run_1/port_trees.png
Scale bar: 100 um.
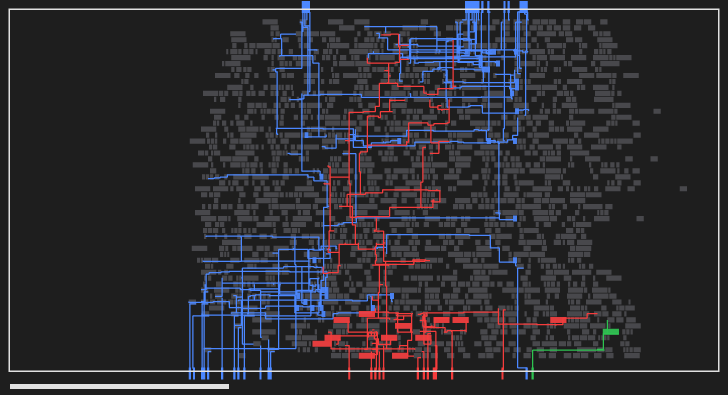
run_1/class_map.png
Fill, decap, tap and diode cells in grey.
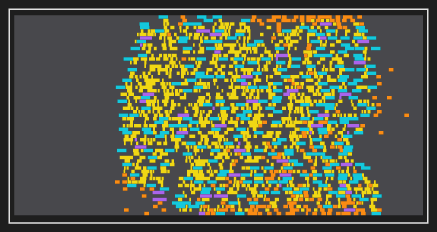
run_1/sizing.png
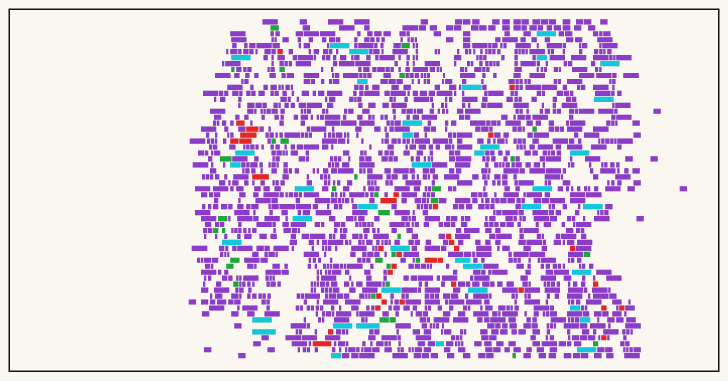
run_1/layers.png
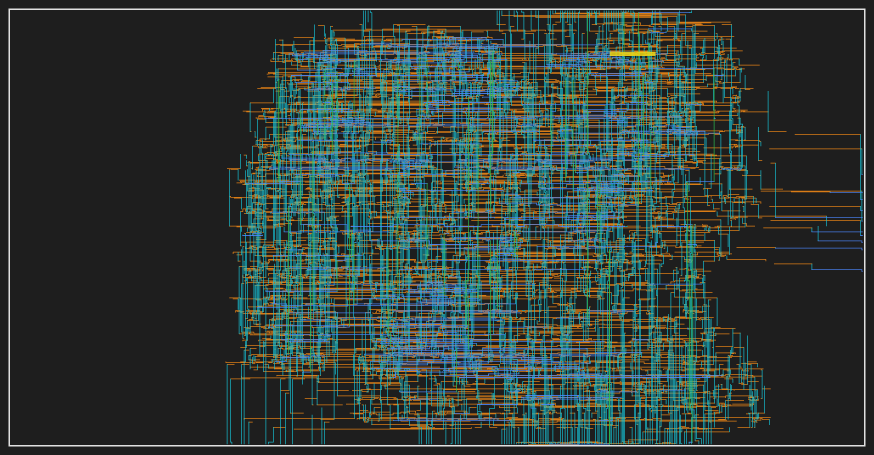
<file path="src/rtl/csr_pkg.sv">
// Shared types, constants and decode helpers for the Zicsr execution unit.
package csr_pkg;

  localparam int unsigned XLEN = 32;
  localparam int unsigned AW   = 12;
  localparam int unsigned OPW  = 3;
  localparam int unsigned IDXW = 5;
  localparam int unsigned CW   = 64;

  // Low two bits of funct3 select the operation; bit 2 selects the zimm operand.
  localparam logic [1:0] KIND_NONE = 2'b00;
  localparam logic [1:0] KIND_RW   = 2'b01;
  localparam logic [1:0] KIND_RS   = 2'b10;
  localparam logic [1:0] KIND_RC   = 2'b11;

  localparam logic [AW-1:0] ADDR_CYCLE     = 12'hC00;
  localparam logic [AW-1:0] ADDR_CYCLEH    = 12'hC80;
  localparam logic [AW-1:0] ADDR_INSTRET   = 12'hC02;
  localparam logic [AW-1:0] ADDR_INSTRETH  = 12'hC82;
  localparam logic [AW-1:0] ADDR_MCYCLE    = 12'hB00;
  localparam logic [AW-1:0] ADDR_MCYCLEH   = 12'hB80;
  localparam logic [AW-1:0] ADDR_MINSTRET  = 12'hB02;
  localparam logic [AW-1:0] ADDR_MINSTRETH = 12'hB82;

  typedef enum logic [1:0] {ST_IDLE, ST_READ, ST_WRITE, ST_RESP} state_e;

  typedef struct packed {
    logic [1:0]      kind;
    logic [AW-1:0]   addr;
    logic [XLEN-1:0] operand;
    logic            we_en;
    logic            illegal;
    logic            counter;
  } req_t;

  function automatic logic is_read_only(input logic [AW-1:0] addr);
    return addr[AW-1 -: 2] == 2'b11;
  endfunction

  function automatic logic is_counter(input logic [AW-1:0] addr);
    case (addr)
      ADDR_CYCLE, ADDR_CYCLEH, ADDR_INSTRET, ADDR_INSTRETH,
      ADDR_MCYCLE, ADDR_MCYCLEH, ADDR_MINSTRET, ADDR_MINSTRETH: return 1'b1;
      default: return 1'b0;
    endcase
  endfunction

  // Set/clear forms only write when rs1/zimm field is non-zero.
  function automatic req_t decode(input logic [OPW-1:0]  op,
                                  input logic [AW-1:0]   addr,
                                  input logic [XLEN-1:0] rs1_data,
                                  input logic [IDXW-1:0] rs1_idx);
    req_t r;
    r.kind    = op[1:0];
    r.addr    = addr;
    r.operand = op[2] ? XLEN'(rs1_idx) : rs1_data;
    r.we_en   = (op[1:0] == KIND_RW) || (rs1_idx != '0);
    r.illegal = (op[1:0] == KIND_NONE) || (r.we_en && is_read_only(addr));
    r.counter = is_counter(addr);
    return r;
  endfunction

endpackage

</file>
<file path="src/rtl/csr_if.sv">
// Controller <-> CSR unit request/response handshake bundle.
interface csr_if;
  import csr_pkg::*;

  logic            req_valid;
  logic            req_ready;
  logic [OPW-1:0]  req_op;
  logic [AW-1:0]   req_addr;
  logic [XLEN-1:0] req_rs1_data;
  logic [IDXW-1:0] req_rs1_idx;
  logic            resp_valid;
  logic            resp_ready;
  logic [XLEN-1:0] resp_rdata;
  logic            resp_illegal;

  modport master (
    output req_valid, req_op, req_addr, req_rs1_data, req_rs1_idx, resp_ready,
    input  req_ready, resp_valid, resp_rdata, resp_illegal
  );

  modport slave (
    input  req_valid, req_op, req_addr, req_rs1_data, req_rs1_idx, resp_ready,
    output req_ready, resp_valid, resp_rdata, resp_illegal
  );

endinterface

</file>
<file path="src/rtl/csr_counter64.sv">
// 64-bit free-running counter with independently loadable 32-bit halves.
module csr_counter64
  import csr_pkg::*;
(
  input  logic            clk,
  input  logic            rst,
  input  logic            inc,
  input  logic            load_lo,
  input  logic            load_hi,
  input  logic [XLEN-1:0] wdata,
  output logic [CW-1:0]   count
);

  // A load takes priority and suppresses that cycle's increment.
  always_ff @(posedge clk) begin
    if (rst) begin
      count <= '0;
    end else if (load_lo) begin
      count[XLEN-1:0] <= wdata;
    end else if (load_hi) begin
      count[CW-1:XLEN] <= wdata;
    end else if (inc) begin
      count <= count + CW'(1);
    end
  end

endmodule

</file>
<file path="src/rtl/csr_unit.sv">
// Zicsr read-modify-write sequencer between the controller and the CSR file;
// serves cycle/instret from local 64-bit counters.
module csr_unit
  import csr_pkg::*;
(
  input  logic            clk,
  input  logic            rst,
  csr_if.slave            bus,
  input  logic            instret_inc,
  output logic            csr_we,
  output logic [AW-1:0]   csr_addr,
  output logic [XLEN-1:0] csr_wdata,
  input  logic [XLEN-1:0] csr_rdata
);

  state_e          state;
  req_t            req;
  logic [XLEN-1:0] old_q;
  logic [XLEN-1:0] old_c;
  logic [XLEN-1:0] new_c;
  logic [CW-1:0]   cycle;
  logic [CW-1:0]   instret;
  logic            cnt_wr_c;

  assign bus.req_ready = (state == ST_IDLE);
  assign csr_addr      = req.addr;
  assign csr_wdata     = new_c;
  assign cnt_wr_c      = (state == ST_WRITE) && req.we_en && !req.illegal;

  // Counter addresses are answered locally instead of from the file.
  always_comb begin
    old_c = csr_rdata;
    case (req.addr)
      ADDR_CYCLE,    ADDR_MCYCLE:    old_c = cycle[XLEN-1:0];
      ADDR_CYCLEH,   ADDR_MCYCLEH:   old_c = cycle[CW-1:XLEN];
      ADDR_INSTRET,  ADDR_MINSTRET:  old_c = instret[XLEN-1:0];
      ADDR_INSTRETH, ADDR_MINSTRETH: old_c = instret[CW-1:XLEN];
      default: ;
    endcase
  end

  always_comb begin
    new_c = req.operand;
    case (req.kind)
      KIND_RS: new_c = old_q | req.operand;
      KIND_RC: new_c = old_q & ~req.operand;
      default: ;
    endcase
  end

  csr_counter64 u_cycle (
    .clk     (clk),
    .rst     (rst),
    .inc     (1'b1),
    .load_lo (cnt_wr_c && (req.addr == ADDR_MCYCLE)),
    .load_hi (cnt_wr_c && (req.addr == ADDR_MCYCLEH)),
    .wdata   (new_c),
    .count   (cycle)
  );

  csr_counter64 u_instret (
    .clk     (clk),
    .rst     (rst),
    .inc     (instret_inc),
    .load_lo (cnt_wr_c && (req.addr == ADDR_MINSTRET)),
    .load_hi (cnt_wr_c && (req.addr == ADDR_MINSTRETH)),
    .wdata   (new_c),
    .count   (instret)
  );

  always_ff @(posedge clk) begin
    if (rst) begin
      state            <= ST_IDLE;
      req              <= '0;
      old_q            <= '0;
      csr_we           <= 1'b0;
      bus.resp_valid   <= 1'b0;
      bus.resp_rdata   <= '0;
      bus.resp_illegal <= 1'b0;
    end else begin
      case (state)
        ST_IDLE: begin
          if (bus.req_valid) begin
            req   <= decode(bus.req_op, bus.req_addr, bus.req_rs1_data, bus.req_rs1_idx);
            state <= ST_READ;
          end
        end
        ST_READ: begin
          old_q  <= old_c;
          csr_we <= req.we_en && !req.illegal && !req.counter;
          state  <= ST_WRITE;
        end
        ST_WRITE: begin
          csr_we           <= 1'b0;
          bus.resp_valid   <= 1'b1;
          bus.resp_rdata   <= req.illegal ? '0 : old_q;
          bus.resp_illegal <= req.illegal;
          state            <= ST_RESP;
        end
        ST_RESP: begin
          if (bus.resp_ready) begin
            bus.resp_valid <= 1'b0;
            state          <= ST_IDLE;
          end
        end
        default: state <= ST_IDLE;
      endcase
    end
  end

endmodule

</file>
<file path="src/flat_wrapper.sv">
// flat-port wrapper written by rule: the top's interface ports become plain ports
module csr_unit_flat import csr_pkg::*;
  (clk, rst, instret_inc, csr_we, csr_addr, csr_wdata, csr_rdata, bus_req_valid, bus_req_op, bus_req_addr, bus_req_rs1_data, bus_req_rs1_idx, bus_resp_ready, bus_req_ready, bus_resp_valid, bus_resp_rdata, bus_resp_illegal);
  csr_if bus_i ();
  input  logic clk;
  input  logic rst;
  input  logic instret_inc;
  output logic csr_we;
  output logic [AW-1:0] csr_addr;
  output logic [XLEN-1:0] csr_wdata;
  input  logic [XLEN-1:0] csr_rdata;
  input wire logic [$bits(bus_i.req_valid)-1:0] bus_req_valid;
  input wire logic [$bits(bus_i.req_op)-1:0] bus_req_op;
  input wire logic [$bits(bus_i.req_addr)-1:0] bus_req_addr;
  input wire logic [$bits(bus_i.req_rs1_data)-1:0] bus_req_rs1_data;
  input wire logic [$bits(bus_i.req_rs1_idx)-1:0] bus_req_rs1_idx;
  input wire logic [$bits(bus_i.resp_ready)-1:0] bus_resp_ready;
  output wire logic [$bits(bus_i.req_ready)-1:0] bus_req_ready;
  output wire logic [$bits(bus_i.resp_valid)-1:0] bus_resp_valid;
  output wire logic [$bits(bus_i.resp_rdata)-1:0] bus_resp_rdata;
  output wire logic [$bits(bus_i.resp_illegal)-1:0] bus_resp_illegal;
  assign bus_i.req_valid = bus_req_valid;
  assign bus_i.req_op = bus_req_op;
  assign bus_i.req_addr = bus_req_addr;
  assign bus_i.req_rs1_data = bus_req_rs1_data;
  assign bus_i.req_rs1_idx = bus_req_rs1_idx;
  assign bus_i.resp_ready = bus_resp_ready;
  assign bus_req_ready = bus_i.req_ready;
  assign bus_resp_valid = bus_i.resp_valid;
  assign bus_resp_rdata = bus_i.resp_rdata;
  assign bus_resp_illegal = bus_i.resp_illegal;
  csr_unit u_core (.clk(clk), .rst(rst), .bus(bus_i), .instret_inc(instret_inc), .csr_we(csr_we), .csr_addr(csr_addr), .csr_wdata(csr_wdata), .csr_rdata(csr_rdata));
endmodule
</file>
<file path="config.mk">
export PLATFORM = sky130hd
export DESIGN_NAME = csr_unit_flat
export DESIGN_NICKNAME = d
export VERILOG_FILES = /design/src/rtl/csr_pkg.sv /design/src/rtl/csr_if.sv /design/src/rtl/csr_counter64.sv /design/src/rtl/csr_unit.sv /design/src/flat_wrapper.sv
export SDC_FILE = /design/constraint.sdc
export NUM_CORES = 1
export LEC_CHECK = 0
export CORE_ASPECT_RATIO = 0.5
export CORE_MARGIN = 3
export CORE_UTILIZATION = 27
export DETAILED_ROUTE_END_ITERATION = 6
export SLEW_MARGIN = 20
export SYNTH_ARGS = -nofsm -noshare
export SYNTH_HDL_FRONTEND = slang
export SYNTH_SLANG_ARGS = --single-unit
</file>
<file path="constraint.sdc">
create_clock -name clk -period 6.6 [get_ports clk]
set_clock_uncertainty 0.1 [all_clocks]
set_input_delay 1.32 -clock clk [delete_from_list [all_inputs] [get_ports clk]]
set_output_delay 1.32 -clock clk [all_outputs]
set_load 0.01 [all_outputs]
</file>
==> results.cfg, run 1 <==
; implementation run metrics
[sta]
timing.slew.headroom_pct = 30.1
fmax_mhz = 210
setup_viol = 0
hold_viol_final = 0
drv_slew = 0
hold-worst-slack_ns = 0.352
tns_ns = 0
finalWorstSetupSlack_ns = 1.84
worst_slew_pin_slew_ns = 1.05
fin_crit_sh_pct = 72.1
rsz0062_at_grt = false
min_period_ns = 4.76

[final_layout]
largestRegisters = u_core.u_cycle.count (64), u_core.u_instret.count (64), u_core.req (37)
register_area_um2 = 4930
nClkBuffers = 41
inv_count = 20
most-common-layout-cells = 245 x dfxtp_1, 190 x a21oi_1, 169 x nor2_1, 168 x nand2_1, 166 x clkdlybuf4s50_1
buffers_excl_clock = 194
seq_cells = 246
nonClkBufAreaFrac_pct = 11.4
clock_cell_area_share_pct = 5.37
lay_top_count = dfxtp_1
num-multi-input-gates = 1328
drive_above_1_share_pct = 5.83
fin_nets = 1912
num_antenna_cells = 3
final-instance-count-excl-fill = 2487
comb_area_share_pct = 48.1
seq_area_share_pct = 29.8
fill_cells = 5178
syn_to_final_growth_pct = 22.0
comb_area_um2 = 7960
largest_class = logic gates

[logic_synthesis]
synth_top_area_share_pct = 36.3
ys_seq_share_pct = 36.3
largest_area_cell = dfxtp_1
synthArstFlopShare_pct = 0
ys.flops = 246
postSynthAreaPerCell_um2 = 7.81
adder_share_pct = 0.553
area_leaders = dfxtp_1 36%, a21oi_1 7.0%, a211oi_1 5.7%, nor2_1 4.8%, nand2_1 4.7%
yosysWarnings = 0
synthXorXnorAreaFrac_pct = 4.52
syn_nets = 1833
ys_sh_aoi_pct = 21.6
ff_type = dfxtp_1
ys_types = 73
synthSimpleGateAreaFrac_pct = 27.6
post-synth-top-count-cell = dfxtp_1
syn-cell-area_um2 = 13600
ys_sh_mux_pct = 4.08
logic_family = simple AND/OR/NAND/NOR gates
edf_count = 0
ys_area_um2 = 13600
top_cells_by_count = 246 x dfxtp_1, 190 x a21oi_1, 172 x nor2_1

[job]
drv_cap = 0
warnings = 31

[worst_setup_path]
cp-start-kind = flip-flop
path_buffers = 3
slowest_stage = and2_1
cpLargestDelayFamily = buffers and inverters
crit_required_ns = 5.18
setup.worst_path.start = u_core.req[48]
regToRegEndpoint = u_core.u_instret.count[57]
cp.depth = 5
reg2reg_from = u_core.state[0]
ff2ff_path_depth = 10
crit_type = flip-flop to output port
path_cells = buf_4, and2_1, buf_4, a21oi_1, clkdlybuf4s50_1
r2r_slack_ns = 3.13
crit_end = csr_wdata[12]
cp-end-kind = output port
arrival_ns = 3.34
path_common_cell = buf_4

[routing]
drt_iter0_markers = 2298
wl_met1_um = 26000
dr_wl_met2_um = 25200
avgViaCountPerCell = 5.75
first_pass_iters = 6
ant_nets = 0
top_layer = met5
wl_met3_um = 7170
drc_errors = 0

[clocking]
clkLatencyLatePin_ns = 0.56
holdBufCountCts = 0
cts_root_buffer = clkbuf_16
cts_sinks = 246
clk_path_buf_depth = 3
cts_buffers = 27
postCtsSetupRepairBufs = 0
cts_resized = 0
cts_tree = yes
clk_pin_slew_worst_paths_ns = 0.06
htree_levels = 1

[pwr]
power_frac_seq_pct = 41.6
pwr-share-clk_pct = 34.1
pwr-share-comb_pct = 24.3
power_leakage_nw = 5.41
powerComb_mw = 1.12
power_mw = 4.59
powerDensity_nw_per_um2 = 277
switching_power_mw = 1.59
power_leader = registers
vdd_drop_max_uv = 149
p_int_mw = 3.01
p_sw_share_pct = 34.5
power_clock_mw = 1.57
p_seq_mw = 1.91

[global_route]
grt_pass1_wl_um = 87600
grt_pass1_vias = 13400
grt.overflow.total = 0
grt_start_max_net_pins = 157
use_met2_pct = 32.5
grt.busiest_layer = met2
grt_util_all_layers_pct = 21.8
met1_usage_pct = 31.3
antenna_found_initial = 4
globalRouteMet3Util_pct = 5.39

[floorplanning]
initCoreUtil_pct = 27.7
die-width_um = 323
die_y_um = 165
boundaryPins = 169
chip_area_um2 = 53100
row_count = 57

[min_path]
min_to = u_core.req[47]
min_from = u_core.req[47]
hold_depth = 2
hp-class = flip-flop to flip-flop

[status]
status = finished clean

[placement]
numPortBuffers = 168
hpwl_um = 43900
dp_slack_ns = 2.53
routabilityCongestion = 0.956
placed_cell_area_um2 = 15700
## Picture notes: port_trees.png
- `csr_we`: green (bits 1; direction output; edge bottom; end cells 1; buffers 1; wire 64.6 um)
- `csr_wdata`: blue (bits 32; direction output; edge 19 top, 13 bottom; end cells 32; buffers 33; wire 3640 um)
- `csr_addr`: red (bits 12; direction output; edge bottom; end cells 12; buffers 13; wire 1400 um)

## Picture notes: class_map.png
- remaining buffers and delay cells: orange (cells 194; share of their area 12%)
- clock drivers and dummy loads: purple (cells 47; share of their area 5.6%)
- sequential cells: cyan (cells 246; share of their area 31%)
- remaining logic cells: yellow (cells 1348; share of their area 51%)
post-layout util: 33.7%
fin area: 16600 um^2
Core Footprint: 49100 um^2

## Picture notes: sizing.png
- x6 and larger: cyan (cells 39; share 2.1%; most used clkbuf_16)
- x2: green (cells 34; share 1.9%; most used or2_2)
- x3 and x4: red (cells 34; share 1.9%; most used buf_4)
- x1 and smaller: purple (cells 1728; share 94%; most used dfxtp_1)

## Picture notes: layers.png
- M3: blue (wire length 7170 um)
- M5: yellow (wire length 15.6 um)
- M1: orange (wire length 26.0 mm)
- M4: green (wire length 1740 um)
- M2: cyan (wire length 25.2 mm)
vias post-DR: 14300
WL per Instance: 24.2 um
Detailed Route WL: 60100 um

==> run 2: changes to the inputs <==
==> constraint.sdc (replaced) <==
create_clock -name clk -period 4.5 [get_ports clk]
set_clock_uncertainty 0.1 [all_clocks]
set_input_delay 0.9 -clock clk [delete_from_list [all_inputs] [get_ports clk]]
set_output_delay 0.9 -clock clk [all_outputs]
set_load 0.01 [all_outputs]
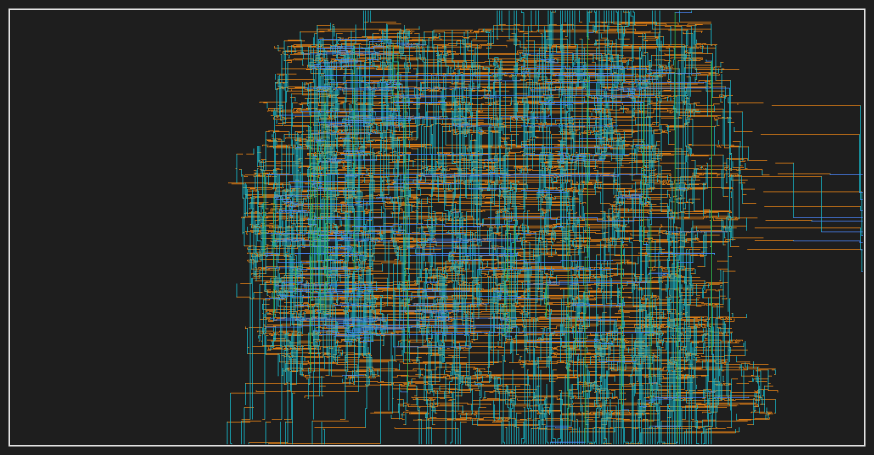
run_2/layers.png
- M2: cyan (wire length 24.0 mm)
- M1: orange (wire length 24.2 mm)
- M4: green (wire length 1460 um)
- M3: blue (wire length 4280 um)
Detailed Route WL: 54000 um
GRT Resource Usage Total: 19.6%
WL per Instance: 21.5 um

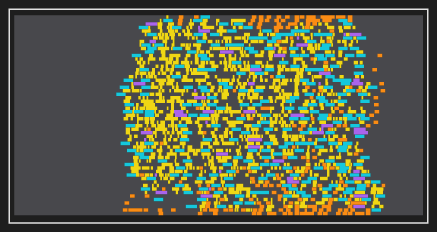
run_2/class_map.png
Fill, decap, tap and diode cells in grey.
- remaining logic cells: yellow (cells 1348; share of their area 50%)
- sequential cells: cyan (cells 246; share of their area 31%)
- clock drivers and dummy loads: purple (cells 50; share of their area 5.7%)
- remaining buffers and delay cells: orange (cells 215; share of their area 13%)
post-layout util: 34.1%
fin area: 16700 um^2
flop share of the area: 29.4%
std cell rows: 57

==> results.cfg, run 2 <==
; implementation run metrics
[placement]
placed_cell_area_um2 = 15800
numPortBuffers = 168
routabilityCongestion = 0.922
hpwl_um = 39100
dp_slack_ns = 1.11

[worst_setup_path]
regToRegEndpoint = u_core.u_cycle.count[22]
crit_end = csr_wdata[16]
path_cells = buf_4, a21oi_1, a21oi_1, clkdlybuf4s50_1
arrival_ns = 2.75
cp-start-kind = flip-flop
ff2ff_path_depth = 8
path_common_cell = a21oi_1

[routing]
wl_met3_um = 4280
vias = 14000
dr_wl_met2_um = 24000
top_layer = met4

[pwr]
pwr-share-comb_pct = 25.8
vdd_drop_max_uv = 271
p_int_mw = 4.49
switching_power_mw = 2.33
power_frac_seq_pct = 39.8
pwr-share-clk_pct = 34.4
power_leakage_nw = 5.55
powerDensity_nw_per_um2 = 407
power_mw = 6.82
power_leader = registers
p_sw_share_pct = 34.1
power_clock_mw = 2.35

[global_route]
grt.busiest_layer = met2
antenna_found_initial = 3
met1_usage_pct = 27.6
use_met2_pct = 30.8
grt_start_max_net_pins = 119
grt.overflow.total = 0

[logic_synthesis]
yosysWarnings = 0
edf_count = 0
ys.flops = 246
ff_type = dfxtp_1
ys_area_um2 = 13600
ys_seq_share_pct = 36.3
post-synth-top-count-cell = dfxtp_1
synthArstFlopShare_pct = 0
synth_top_area_share_pct = 36.3
ys_types = 73

[final_layout]
comb_area_um2 = 7960
most-common-layout-cells = 245 x dfxtp_1, 190 x a21oi_1, 169 x nor2_1, 168 x nand2_1, 166 x clkdlybuf4s50_1
lay_top_count = dfxtp_1
register_area_um2 = 4930
drive_above_1_share_pct = 6.89

[clocking]
postCtsSetupRepairBufs = 0
holdBufCountCts = 0
cts_sinks = 246
cts_root_buffer = clkbuf_16
htree_levels = 1
clk_pin_slew_worst_paths_ns = 0.06
clk_path_buf_depth = 3

[status]
status = finished clean

[floorplanning]
initCoreUtil_pct = 27.7
boundaryPins = 169
chip_area_um2 = 53100

[sta]
fmax_mhz = 266
fin_crit_sh_pct = 83.4
min_period_ns = 3.75
drv_slew = 0
hold_viol_final = 0
finalWorstSetupSlack_ns = 0.745
tns_ns = 0

[min_path]
min_to = u_core.req[0]
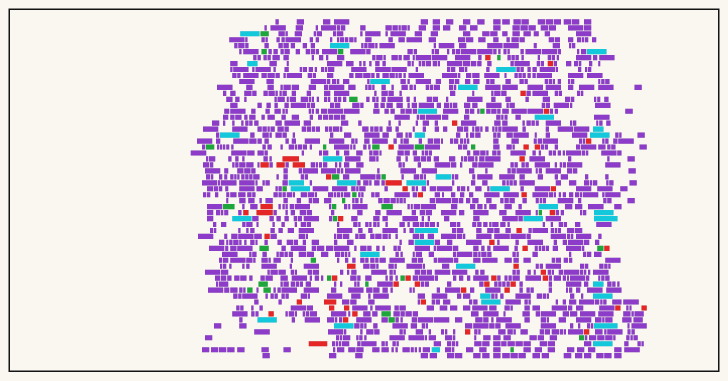
run_2/sizing.png
- x1 and smaller: purple (cells 1731; share 93%; most used dfxtp_1)
- x2: green (cells 34; share 1.8%)
- x3 and x4: red (cells 56; share 3.0%; most used buf_4)
- x6 and larger: cyan (cells 38; share 2.0%; most used clkbuf_16)
nonclk buf count: 215
P&R area growth vs syn: 23.4%

run_2/port_trees.png
Scale bar: 100 um.
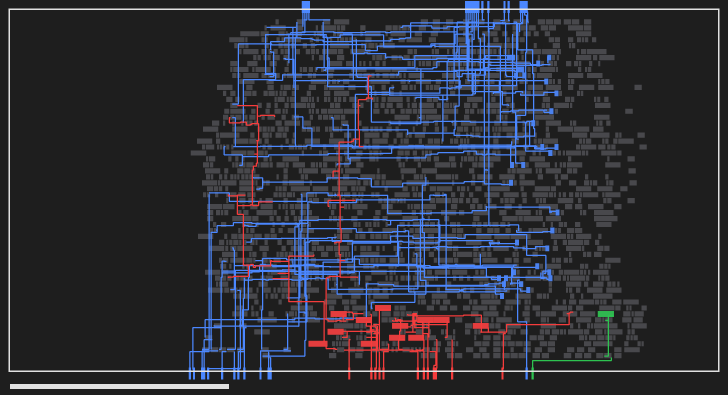

==> run 3: changes to the inputs <==
==> constraint.sdc (replaced) <==
create_clock -name clk -period 3.54 [get_ports clk]
set_clock_uncertainty 0.1 [all_clocks]
set_input_delay 0.708 -clock clk [delete_from_list [all_inputs] [get_ports clk]]
set_output_delay 0.708 -clock clk [all_outputs]
set_load 0.01 [all_outputs]
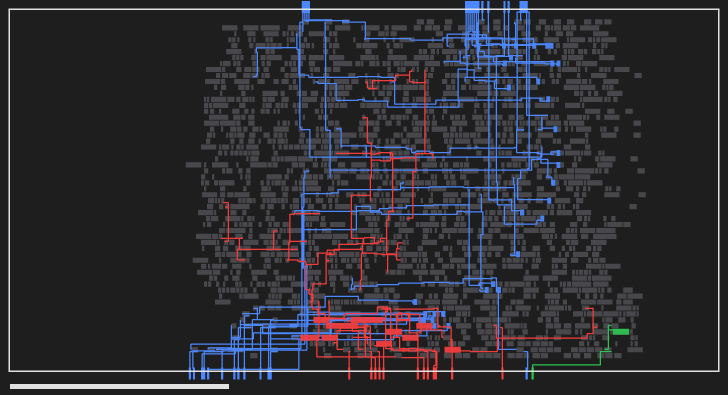
run_3/port_trees.png
Scale bar: 100 um.
- `csr_we`: green (bits 1; direction output; edge bottom; end cells 1; buffers 1; wire 67.8 um)
- `csr_wdata`: blue (bits 32; direction output; edge 19 top, 13 bottom; end cells 32; buffers 40; wire 3960 um)
- `csr_addr`: red (bits 12; direction output; edge bottom; end cells 12; buffers 13; wire 1370 um)
Port Buffers: 168
num ports: 169

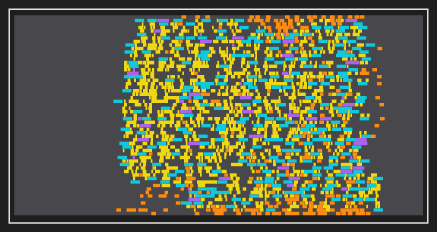
run_3/class_map.png
Fill, decap, tap and diode cells in grey.
- remaining logic cells: yellow (cells 1348; share of their area 50%)
- remaining buffers and delay cells: orange (cells 239; share of their area 14%)
- sequential cells: cyan (cells 246; share of their area 31%)
- clock drivers and dummy loads: purple (cells 48; share of their area 5.2%)

==> results.cfg, run 3 <==
; implementation run metrics
[status]
status = finished clean

[global_route]
grt_util_all_layers_pct = 20.2
met1_usage_pct = 29.1
grt_start_max_net_pins = 114
grt_pass1_wl_um = 83000
globalRouteMet3Util_pct = 3.51

[clocking]
cts_sinks = 246
cts_tree = yes
clk_path_buf_depth = 3
cts_root_buffer = clkbuf_16
cts_resized = 0
holdBufCountCts = 0
clk_pin_slew_worst_paths_ns = 0.06

[sta]
rsz0062_at_grt = false
hold-worst-slack_ns = 0.366
fin_crit_sh_pct = 95.6
tns_ns = 0
timing.slew.headroom_pct = 30.6

[floorplanning]
die_y_um = 165
row_count = 57
chip_area_um2 = 53100
die-width_um = 323
initCoreUtil_pct = 27.7

[worst_setup_path]
cp-end-kind = output port
crit_required_ns = 2.73
crit_type = flip-flop to output port
crit_end = csr_wdata[6]
cp-start-kind = flip-flop
cp.depth = 4
regToRegEndpoint = u_core.u_instret.count[45]
path_buffers = 2

[min_path]
min_to = u_core.req[0]
min_from = u_core.req[0]
hold_depth = 2

[routing]
drt-total-wl_um = 55600
top_layer = met4
wl_met3_um = 4890
drt_iter0_markers = 1582
vias = 14100
dr_wl_met2_um = 24400
drc_errors = 0

[final_layout]
register_area_um2 = 4930
largest_class = logic gates
nonClkBufAreaFrac_pct = 13.5
fin_nets = 1957
drive_above_1_share_pct = 8.03
final_util_pct = 34.4
largestRegisters = u_core.u_cycle.count (64), u_core.u_instret.count (64), u_core.req (37)
fill_cells = 5104
seq_area_share_pct = 29.2
comb_area_um2 = 7960

[logic_synthesis]
synthArstFlopShare_pct = 0
adder_share_pct = 0.553
edf_count = 0
top_cells_by_count = 246 x dfxtp_1, 190 x a21oi_1, 172 x nor2_1
syn-cell-area_um2 = 13600
postSynthAreaPerCell_um2 = 7.81
syn_nets = 1833

[placement]
placed_cell_area_um2 = 16000
hpwl_um = 40800

[pwr]
pwr-share-comb_pct = 26.9
vdd_drop_max_uv = 351
p_int_mw = 5.57
switching_power_mw = 2.96
powerComb_mw = 2.30
power_clock_mw = 2.76
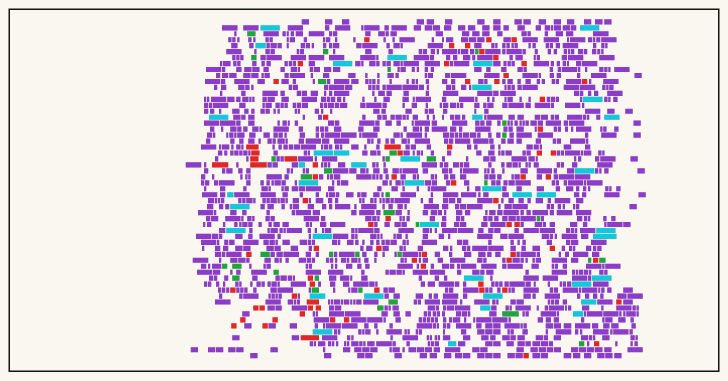
run_3/sizing.png
- x2: green (cells 36; share 1.9%; most used clkinv_2)
- x1 and smaller: purple (cells 1730; share 92%; most used dfxtp_1)
- x6 and larger: cyan (cells 40; share 2.1%; most used clkbuf_16)
- x3 and x4: red (cells 75; share 4.0%; most used buf_4)
fin area: 16900 um^2
final setup margin: 0.156 ns
nonclk buf count: 239
P&R area growth vs syn: 24.5%

Power is estimated from default activity; no workload was simulated.
